==> src/rtl/decoder_3to8.sv <==
// decoder_3to8: 3-to-8 one-hot select/strobe decoder.
//
// Y is a purely combinational decode of A. Y_q is a registered copy of Y,
// and seen is a sticky mask of every Y bit asserted since the last reset.
// Both are for downstream synchronous logic and debug visibility.
//
// Optional feature macro: DECODER_3X8_ENABLE_EN
//   defined     -> an 'en' input exists. en = 0 forces Y to all-zero, so
//                  Y_q loads 8'h00 and seen holds its value.
//   not defined -> no 'en' port, and the decoder is always enabled.
//
// rst is synchronous and active-high. It clears Y_q and seen only; Y
// ignores it.

module decoder_3to8 (
  input  logic       clk,
  input  logic       rst,
`ifdef DECODER_3X8_ENABLE_EN
  input  logic       en,
`endif
  input  logic [2:0] A,
  output logic [7:0] Y,
  output logic [7:0] Y_q,
  output logic [7:0] seen
);

  logic dec_en;

`ifdef DECODER_3X8_ENABLE_EN
  assign dec_en = en;
`else
  assign dec_en = 1'b1;
`endif

  // Decode A to one-hot. An unknown select propagates as X in simulation.
  always_comb begin
    Y = 8'h00;
    if (dec_en) begin
      case (A)
        3'd0:    Y = 8'b0000_0001;
        3'd1:    Y = 8'b0000_0010;
        3'd2:    Y = 8'b0000_0100;
        3'd3:    Y = 8'b0000_1000;
        3'd4:    Y = 8'b0001_0000;
        3'd5:    Y = 8'b0010_0000;
        3'd6:    Y = 8'b0100_0000;
        3'd7:    Y = 8'b1000_0000;
        default: Y = 'x;
      endcase
    end
  end

  // Register the decoded value for synchronous consumers.
  always_ff @(posedge clk) begin
    if (rst) begin
      Y_q <= 8'h00;
    end else begin
      Y_q <= Y;
    end
  end

  // Accumulate every strobe seen since reset. Bits only clear on rst.
  always_ff @(posedge clk) begin
    if (rst) begin
      seen <= 8'h00;
    end else begin
      seen <= seen | Y;
    end
  end

  // Flag an unknown select being captured into the registers outside reset.
  always_ff @(posedge clk) begin
    if (!rst && dec_en) begin
      assert (!$isunknown(A))
        else $error("decoder_3to8: unknown select captured");
    end
  end

endmodule

==> config.mk <==
export PLATFORM = sky130hd
export DESIGN_NAME = decoder_3to8
export DESIGN_NICKNAME = d
export VERILOG_FILES = /design/src/rtl/decoder_3to8.sv
export SDC_FILE = /design/constraint.sdc
export NUM_CORES = 1
export LEC_CHECK = 0
export ABC_CLOCK_PERIOD_IN_PS = 900
export CAP_MARGIN = 0
export CORE_MARGIN = 3
export CORE_UTILIZATION = 40
export CTS_BUF_LIST = sky130_fd_sc_hd__clkbuf_8
export CTS_CLUSTER_DIAMETER = 60
export DETAILED_ROUTE_END_ITERATION = 6
export PLACE_DENSITY = 0.8
export SETUP_SLACK_MARGIN = 0.02
export SLEW_MARGIN = 20
export SYNTH_ARGS = -nofsm -noshare
export SYNTH_HDL_FRONTEND = slang
export SYNTH_SLANG_ARGS = --single-unit
==> constraint.sdc <==
create_clock -name clk -period 0.9 [get_ports clk]
set_input_delay 0.18 -clock clk [delete_from_list [all_inputs] [get_ports clk]]
set_output_delay 0.18 -clock clk [all_outputs]
set_load 0.01 [all_outputs]
==> flow_metrics.env <==
# flow metrics
export IMPL_placementRows=13
export IMPL_clock_tree_from_tritoncts="done"
export IMPL_power_density_nw_per_um2=1550
export IMPL_log_warning_count=28
export IMPL_post_cts_resize_count=125
export IMPL_placed_instances=103
export IMPL_number_of_global_route_vias_before_repair=521
export IMPL_synth_area_in_xor_xnor_pct=0
export IMPL_cap_viol_max_count=0
export IMPL_grt_pass1_wl_mm=2.15
export IMPL_topCellsByArea="sky130_fd_sc_hd__dfxtp_1, sky130_fd_sc_hd__o21ba_2, sky130_fd_sc_hd__nor2_1"
export IMPL_synth_warnings=0
export IMPL_post_synth_top_area_fraction_pct=53.9
export IMPL_crit_family="buffers and inverters"
export IMPL_final_hold_viol_count=0
export IMPL_enable_flop_cells=0
export IMPL_post_synth_fa_ha_maj_area_fraction_pct=0
export IMPL_first_iter_violations=2
export IMPL_die_area_um2=1980
export IMPL_final_setup_skew_ps=0
export IMPL_clock_tree_root_cell="sky130_fd_sc_hd__clkbuf_8"
export IMPL_layout_cells_sized_above_1_pct=71.3
export IMPL_fillerInstances=94
export IMPL_dp_hpwl_um=887
export IMPL_vias_per_cell=4.68
export IMPL_setup_worst_path_end_class="output pin"
export IMPL_die_w_um=44.5
export IMPL_register_area_um2=330
export IMPL_top_logic_kind="simple AND/OR/NAND/NOR gates"
export IMPL_firstDrtPassIters=2
export IMPL_area_taken_by_multi_input_logic_gates_um2=253
export IMPL_timing_critical_path_slowest_stage_cell="sky130_fd_sc_hd__clkdlybuf4s15_2"
export IMPL_cts_hold_repair_buffers=0
export IMPL_cts_setup_buffers=2
export IMPL_floorplanUtilization_pct=44.0
export IMPL_grt_overflow_total=0
export IMPL_grt_setup_unrepaired="true"
export IMPL_ir_drop_mv=0.928
export IMPL_place_ws_ps=-894
export IMPL_finalWorstPathRequiredPeriod_ps=886
export IMPL_placeableCoreArea_um2=1350
export IMPL_io_pins=29
export IMPL_synth_async_sr_flop_share_pct=0
export IMPL_yosysTopAreaCell="sky130_fd_sc_hd__dfxtp_1"
export IMPL_fmax_mhz=1130
export IMPL_area_delta_synth_final_pct=66.9
export IMPL_tritoncts_num_buffers=3
export IMPL_groute_usage_overall_pct=14.8
export IMPL_status="finished, final reports clean"
export IMPL_place_gp_congestion=0.677
## flip-flops by register name (all words and copies together) (netlist names)
register,count
seen,8
Y_q,8
## logic make-up after synthesis
group / count (synthesis)
AND-OR/OR-AND: 8
AND/OR/NAND/NOR: 22
buffers and inverters: 8
flip-flops: 16
## cell type report
class                           instances  share of cell area, %
Timing Repair Buffer                   42                   34.0
Sequential cell                        16                   33.3
Clock buffer                            3                   4.16
Tap cell                               15                   1.89
Inverter                                3                   1.13
Multi-Input combinational cell         30                   25.5
## cell usage in the layout (no fill, tap or decap)
master,instances
sky130_fd_sc_hd__a31oi_1,1
sky130_fd_sc_hd__and3_1,1
sky130_fd_sc_hd__and3b_1,2
sky130_fd_sc_hd__buf_12,1
sky130_fd_sc_hd__buf_2,16
sky130_fd_sc_hd__buf_4,13
sky130_fd_sc_hd__buf_6,8
sky130_fd_sc_hd__buf_8,2
sky130_fd_sc_hd__clkbuf_8,3
sky130_fd_sc_hd__clkdlybuf4s15_2,1
sky130_fd_sc_hd__dfxtp_1,8
sky130_fd_sc_hd__dfxtp_2,8
sky130_fd_sc_hd__dlygate4sd2_1,1
sky130_fd_sc_hd__inv_1,3
sky130_fd_sc_hd__nand2_1,1
sky130_fd_sc_hd__nand2b_1,1
sky130_fd_sc_hd__nand2b_4,2
sky130_fd_sc_hd__nor2_1,8
sky130_fd_sc_hd__nor2_2,2
sky130_fd_sc_hd__nor3_1,1
sky130_fd_sc_hd__nor3_4,2
sky130_fd_sc_hd__nor3b_4,1
sky130_fd_sc_hd__o21ba_2,4
sky130_fd_sc_hd__o22ai_2,3
sky130_fd_sc_hd__or2_4,1
## synthesized netlist by cell type (all sizes together), types with 2 or more instances
cell type and number:
o22ai 3, and3b 2, nor2 10, o21ba 4, buf 5, inv 3, nor3 3, nand2b 3
dfxtp 16
## metal layers
layer | up-vias | track usage (%) | part of all wire (%)
met3 | 0 | 4.88 | 10
met2 | 21 | 26.1 | 52
met1 | 233 | 16.3 | 38
li1 | 256 | - | -
met4 | 0 | 5.42 | 0
met5 | - | 0 | 0
## metrics by stage
| stage | util (%) | setup TNS [ps] | hold slack [ps] | instance area (um^2) |
|---|---|---|---|---|
| 3_3_place_gp | 69.3 | -15530 | 463 | 936 |
| 5_1_grt | 73.5 | -8.82 | 256 | 992 |
| 6_report | 73.5 | 0 | 261 | 992 |
| 3_5_place_dp | 69.3 | -15960 | 468 | 936 |
| 2_1_floorplan | - | 0 | 373 | 599 |
| 4_1_cts | 67.7 | 0 | 272 | 915 |
## where the power goes
| part | switching (uW) | internal (uW) | total [uW] |
|---|---|---|---|
| logic | 119 | 157 | 276 |
| clock network | 208 | 295 | 503 |
| registers | 14.4 | 742 | 757 |
| total | 342 | 1190 | 1540 |
## path summary, 6_finish.rpt
path | from | end | slack, ps | cells past startpoint
hold / removal | A[0] | Y_q[0]$_SDFF_PP0_ | 260 | 3
setup reg to reg | seen[6]$_SDFF_PP0_ | seen[6]$_SDFF_PP0_ | 270 | 1
hold reg to reg | seen[7]$_SDFF_PP0_ | seen[7]$_SDFF_PP0_ | 490 | 2
setup / recovery | A[1] | Y[7] | 10 | 3
Signal wires on met1:
Scale bar: 10 um. Supply wires on this layer in gray.
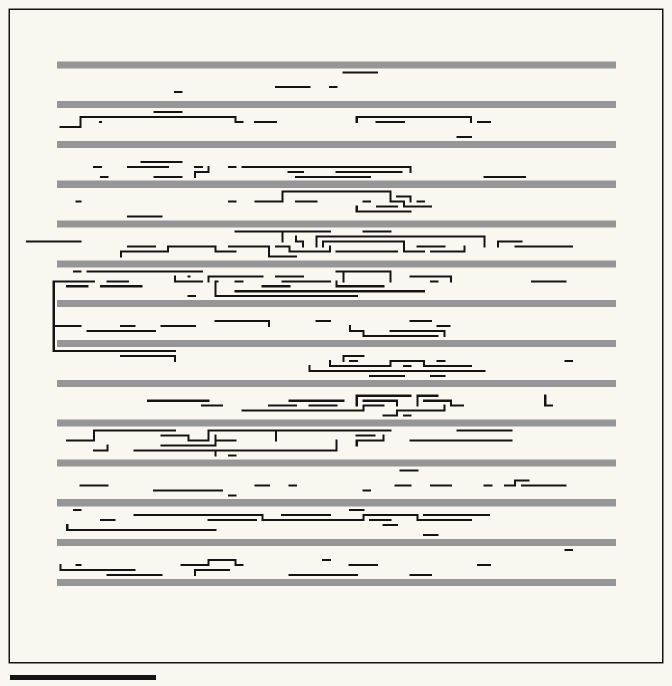
- wire length on this layer: 506 um
- nets with wire on the layer: 79
- main direction: horizontal
total number of vias: 510
Total Routed Length: 1.35 mm

Metal 2:
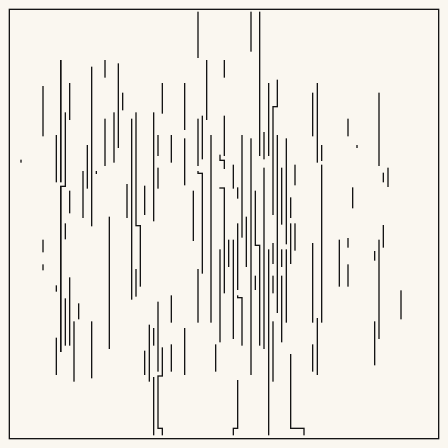
- main direction: vertical
- share of all routed wire: 52%
- wire length on this layer: 705 um
- longest straight run: 24.5 um
routing usage on met2: 26.1%

Signal wires on met3:
Scale bar: 10 um. Cells faint in the background.
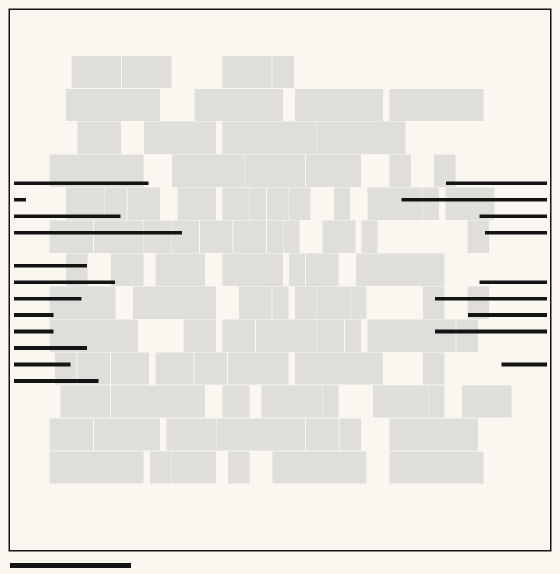
- main direction: horizontal
- share of all routed wire: 10%
met3 Use GR: 4.88%

Power figures rest on the tool's default switching activity, not on a simulated workload.
